<file path="config.mk">
export PLATFORM = sky130hd
export DESIGN_NAME = mult32x32_fsm
export DESIGN_NICKNAME = d
export VERILOG_FILES = /design/src/rtl/mult32x32_pkg.sv /design/src/rtl/mult32x32_fsm.sv
export SDC_FILE = /design/constraint.sdc
export NUM_CORES = 1
export LEC_CHECK = 0
export CORE_AREA = 2 2 39 41
export DETAILED_ROUTE_END_ITERATION = 8
export DIE_AREA = 0 0 41 43
export RECOVER_POWER = 100
export SETUP_SLACK_MARGIN = 0.2
export SYNTH_ARGS = -nofsm -noshare
export SYNTH_HDL_FRONTEND = slang
export SYNTH_SLANG_ARGS = --single-unit
</file>
<file path="constraint.sdc">
create_clock -name clk -period 1.4 [get_ports clk]
set_input_delay 0.35 -clock clk [delete_from_list [all_inputs] [get_ports clk]]
set_output_delay 0.35 -clock clk [all_outputs]
set_load 0.1 [all_outputs]
</file>
<file path="src/rtl/mult32x32_pkg.sv">
// Shared types and constants for the sequential 32x32 multiplier control.
package mult32x32_pkg;

  typedef enum logic {
    IDLE = 1'b0,
    RUN  = 1'b1
  } state_t;

  localparam int NUM_STEPS   = 8;
  localparam int STEP_W      = $clog2(NUM_STEPS);
  localparam int A_SEL_W     = 2;
  localparam int SHIFT_SEL_W = 3;
  localparam int SHIFT_UNIT  = 8;

endpackage

</file>
<file path="src/rtl/mult32x32_fsm.sv">
// Sequencer for the 32x32 multiplier: clears the product, then walks eight
// 8x16 partial products (four bytes of a per halfword of b) into the accumulator.
//
// state | meaning
// IDLE  | waiting for start; clr_prod follows start combinationally
// RUN   | accumulating partial product number `step` (0..7)
module mult32x32_fsm
  import mult32x32_pkg::*;
(
  input  logic                   clk,
  input  logic                   reset,
  input  logic                   start,
  output logic                   busy,
  output logic [A_SEL_W-1:0]     a_sel,
  output logic                   b_sel,
  output logic [SHIFT_SEL_W-1:0] shift_sel,
  output logic                   upd_prod,
  output logic                   clr_prod
);

  state_t            state;
  logic [STEP_W-1:0] step;

  always_ff @(posedge clk or posedge reset) begin
    if (reset) begin
      state <= IDLE;
      step  <= '0;
    end else begin
      case (state)
        IDLE: begin
          if (start) begin
            state <= RUN;
            step  <= '0;
          end
        end
        RUN: begin
          if (step == STEP_W'(NUM_STEPS - 1)) begin
            state <= IDLE;
            step  <= '0;
          end else begin
            step <= step + 1'b1;
          end
        end
        default: begin
          state <= IDLE;
          step  <= '0;
        end
      endcase
    end
  end

  // Outputs decode from state/step so an async reset silences them immediately.
  always_comb begin
    busy      = 1'b0;
    upd_prod  = 1'b0;
    clr_prod  = 1'b0;
    a_sel     = '0;
    b_sel     = 1'b0;
    shift_sel = '0;
    case (state)
      IDLE: clr_prod = start;
      RUN: begin
        busy      = 1'b1;
        upd_prod  = 1'b1;
        a_sel     = step[1:0];
        b_sel     = step[2];
        shift_sel = {1'b0, step[1:0]} + {1'b0, step[2], 1'b0};
      end
      default: ;
    endcase
  end

endmodule

</file>
**Clock network drawn from the DEF**

(8 px per um)
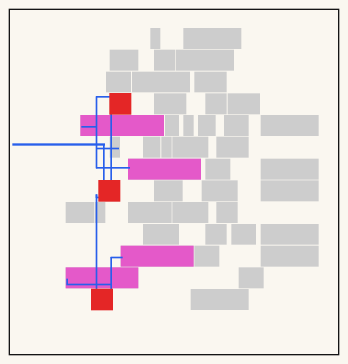
[blue] clock wires | length: 76.3 um
[magenta] flip-flops | count: 4
[red] cells driving clock nets | count: 3
routed clock nets: 4

**Logic cells by family**

(12 px per um)
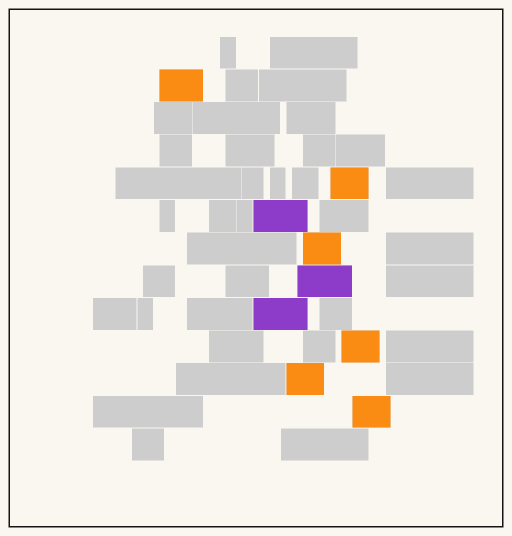
[purple] adder and majority cells | cells: 3 | most used: ha_1
[orange] AND and OR gates | cells: 6 | most used: and2_4
Commonest Layout Cell: buf_12
final cell count without fillers: 62
logic share of the area: 0.250

**Pin map**

(6 px per um) Pins as bars across the die edge, other pins in gray.
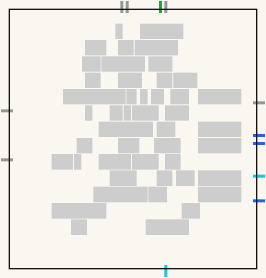
[cyan] a_sel | pins: 2 | direction: output | edge: 1 south, 1 east
[blue] shift_sel | pins: 3 | direction: output | edge: east
[green] busy | pins: 1 | direction: output | edge: north
all pins by edge: 5 east, 4 north, 2 west, 1 south

**Routing congestion**

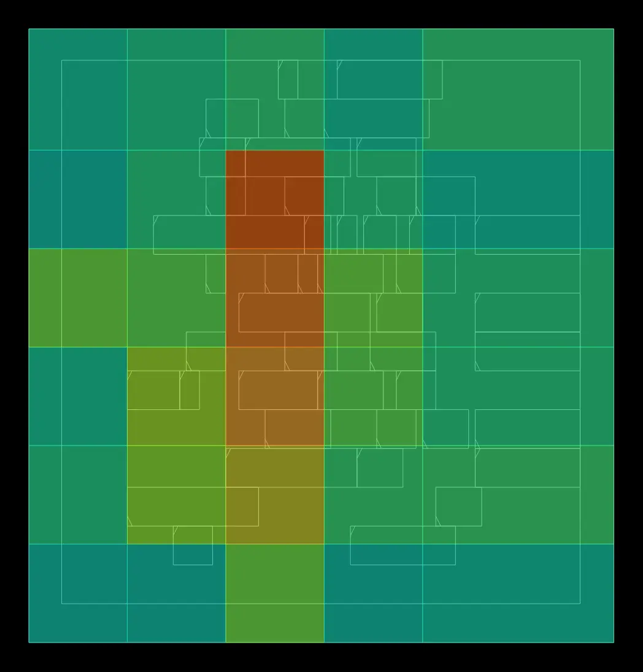
GR Util All Layers: 0.0866
Final Util: 0.423
met1 usage: 0.0747
routed len/inst: 9.74 um

**Wiring heat map**

(8 px per um) The die is cut into 8 by 9 equal tiles; white is low, dark blue is high, scaled to the fullest tile. Values are wire area over tile area, all layers added.
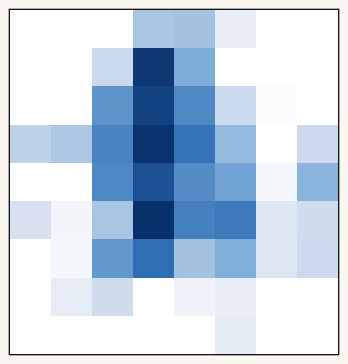
tiles over half the peak: 22%
densest ninth of the die: center
emptiest ninth of the die: north-east

## worst paths after layout
check | startpoint | end | slack [ns] | cells past startpoint
max | step[1]$_DFFE_PP0P_ | shift_sel[1] | -0.14 | 3
min | reset | state$_DFF_PP0_ | 0.43 | 2
max reg2reg | state$_DFF_PP0_ | step[0]$_DFFE_PP0P_ | 0.11 | 4
min reg2reg | step[0]$_DFFE_PP0P_ | step[0]$_DFFE_PP0P_ | 0.59 | 1
max in group asynchronous | reset | state$_DFF_PP0_ | 0.80 | 2
min in group clk | start | step[2]$_DFFE_PP0P_ | 0.50 | 3
## registers in the layout, indices dropped and copies added (netlist names)
signal	flops
step	3
state	1
## stage by stage
stage	cells	cell area, um^2
after CTS	61	579
after global routing	62	586
final	62	586
after detailed placement	53	503
after floorplan	25	292
after global placement	53	503
==> flow_summary.json <==
{
  "run_status": "finished, violations left",
  "violations": "setup timing",
  "clk_pin_slew_ns": 0.04,
  "hp-class": "in -> async",
  "clock_sinks": 4,
  "crit_family": "flip-flops",
  "die_area_um2": 1760,
  "cts_buffers": 3,
  "ys_top_logic_family": "simple AND/OR/NAND/NOR gates",
  "dominant_cells": "buffers",
  "buffers_excl_clock": 20,
  "setup.worst_path.start_class": "register",
  "finalCritPeriodShare": 1.10,
  "vias": 236,
  "met2_usage": 0.150,
  "route.detailed.drc": 0,
  "simple_gate_area_frac": 0.215,
  "bufAreaShareNonClock": 0.481,
  "tns_ns": -0.862,
  "top_usage_layer": "met2",
  "largest_area_cell": "dfrtp_1",
  "end_kind": "output port",
  "die_h_um": 43,
  "edf_count": 0,
  "cp_slowest_cell": "dfrtp_1",
  "nMultiInputCombCells": 16,
  "synthesis.nets": 31,
  "crit_type": "reg -> out",
  "ys_warn_count": 0,
  "syn2layout_area_growth_pct": 119,
  "layout.area.comb_um2": 146,
  "worst_ep_required_time_ns": 1.05,
  "mux_area_frac": 0.0561,
  "ctsHoldBuffers": 0,
  "cts_tree": "done",
  "place_ws_ns": -0.126,
  "crit_fanout": 2,
  "seq_cells": 4,
  "layout_setup_ws_ns": -0.142,
  "clk_latency_ns": 0.24,
  "synth.distinct_cells": 15,
  "initCoreUtil": 0.193,
  "ios": 12,
  "grt_pass1_vias": 269,
  "diodes": 0,
  "rsz0062_at_grt": "yes",
  "aoi_share": 0.0888,
  "cts_root_buf": "clkbuf_4",
  "first_iter_violations": 0,
  "worst-path-buf-inv": 1,
  "top_cells_by_count": "and2_1 (4), dfrtp_1 (4), ha_1 (3), buf_4 (2), inv_1 (2)",
  "grt_pass1_wl_um": 979,
  "xor_area_frac": 0,
  "async_reset_ff_frac": 1.00,
  "nFillCells": 142,
  "clock.fmax_mhz": 649,
  "syn_inst": 25,
  "grt_max_degree": 5,
  "drive_gt1_frac": 0.652,
  "top_cells_by_area": "dfrtp_1 (37%), ha_1 (14%), and2_1 (9.3%)",
  "ff_latch_area_um2": 104,
  "dr_wl_met3_um": 25,
  "inverters": 2,
  "yosys-stat-area_um2": 268,
  "warnings": 29,
  "synth_stat.cells": 25,
  "yosysSeqAreaShare": 0.374,
  "met3_usage": 0.0157,
  "synth_top_area_share": 0.374,
  "hold_ws_ns": 0.429,
  "drtAntennaViolNets": 0,
  "postCtsSetupRepairBufs": 4,
  "finalMaxSlewViolations": 0,
  "wl_met1_um": 207,
  "drt_pass1_iterations": 1,
  "overflow": 0,
  "ys_seq_elements": 4,
  "min_period_ns": 1.54,
  "final_nets": 53,
  "clock_skew_ns": 0.00790,
  "hold_viol_final": 0,
  "seq_area_frac": 0.177,
  "slew_headroom": 0.871,
  "htreeDepth": 1,
  "ys_dominant_reg_cell": "dfrtp_1",
  "tap_cells": 16,
  "synth_area_um2": 268,
  "clock_buffers": 4,
  "io_buffers": 11,
  "dr_wl_met2_um": 371,
  "core_area_um2": 1380,
  "worstPathArrival_ns": 1.19,
  "worst_pin_slew_ns": 0.193,
  "rows": 14,
  "max_stage_delay_ns": 0.37,
  "adder_share": 0.140,
  "clockBufferDepth": 2,
  "setup_viol": 9,
  "routabilityCongestion": 0.681,
  "cts_resized": 10,
  "clkCellAreaFrac": 0.0449,
  "totalWireLength_um": 604,
  "crit_chain": "ha_1 > and2_4 > buf_12",
  "cap_violations": 0,
  "layout_top_cells": "buf_12 (9), and2_4 (5), buf_6 (4), buf_4 (4)",
  "die_w_um": 41,
  "vias_per_cell": 3.81,
  "avgSynthCellArea_um2": 10.7,
  "antenna_found_initial": 0,
  "top_layer": "met3"
}
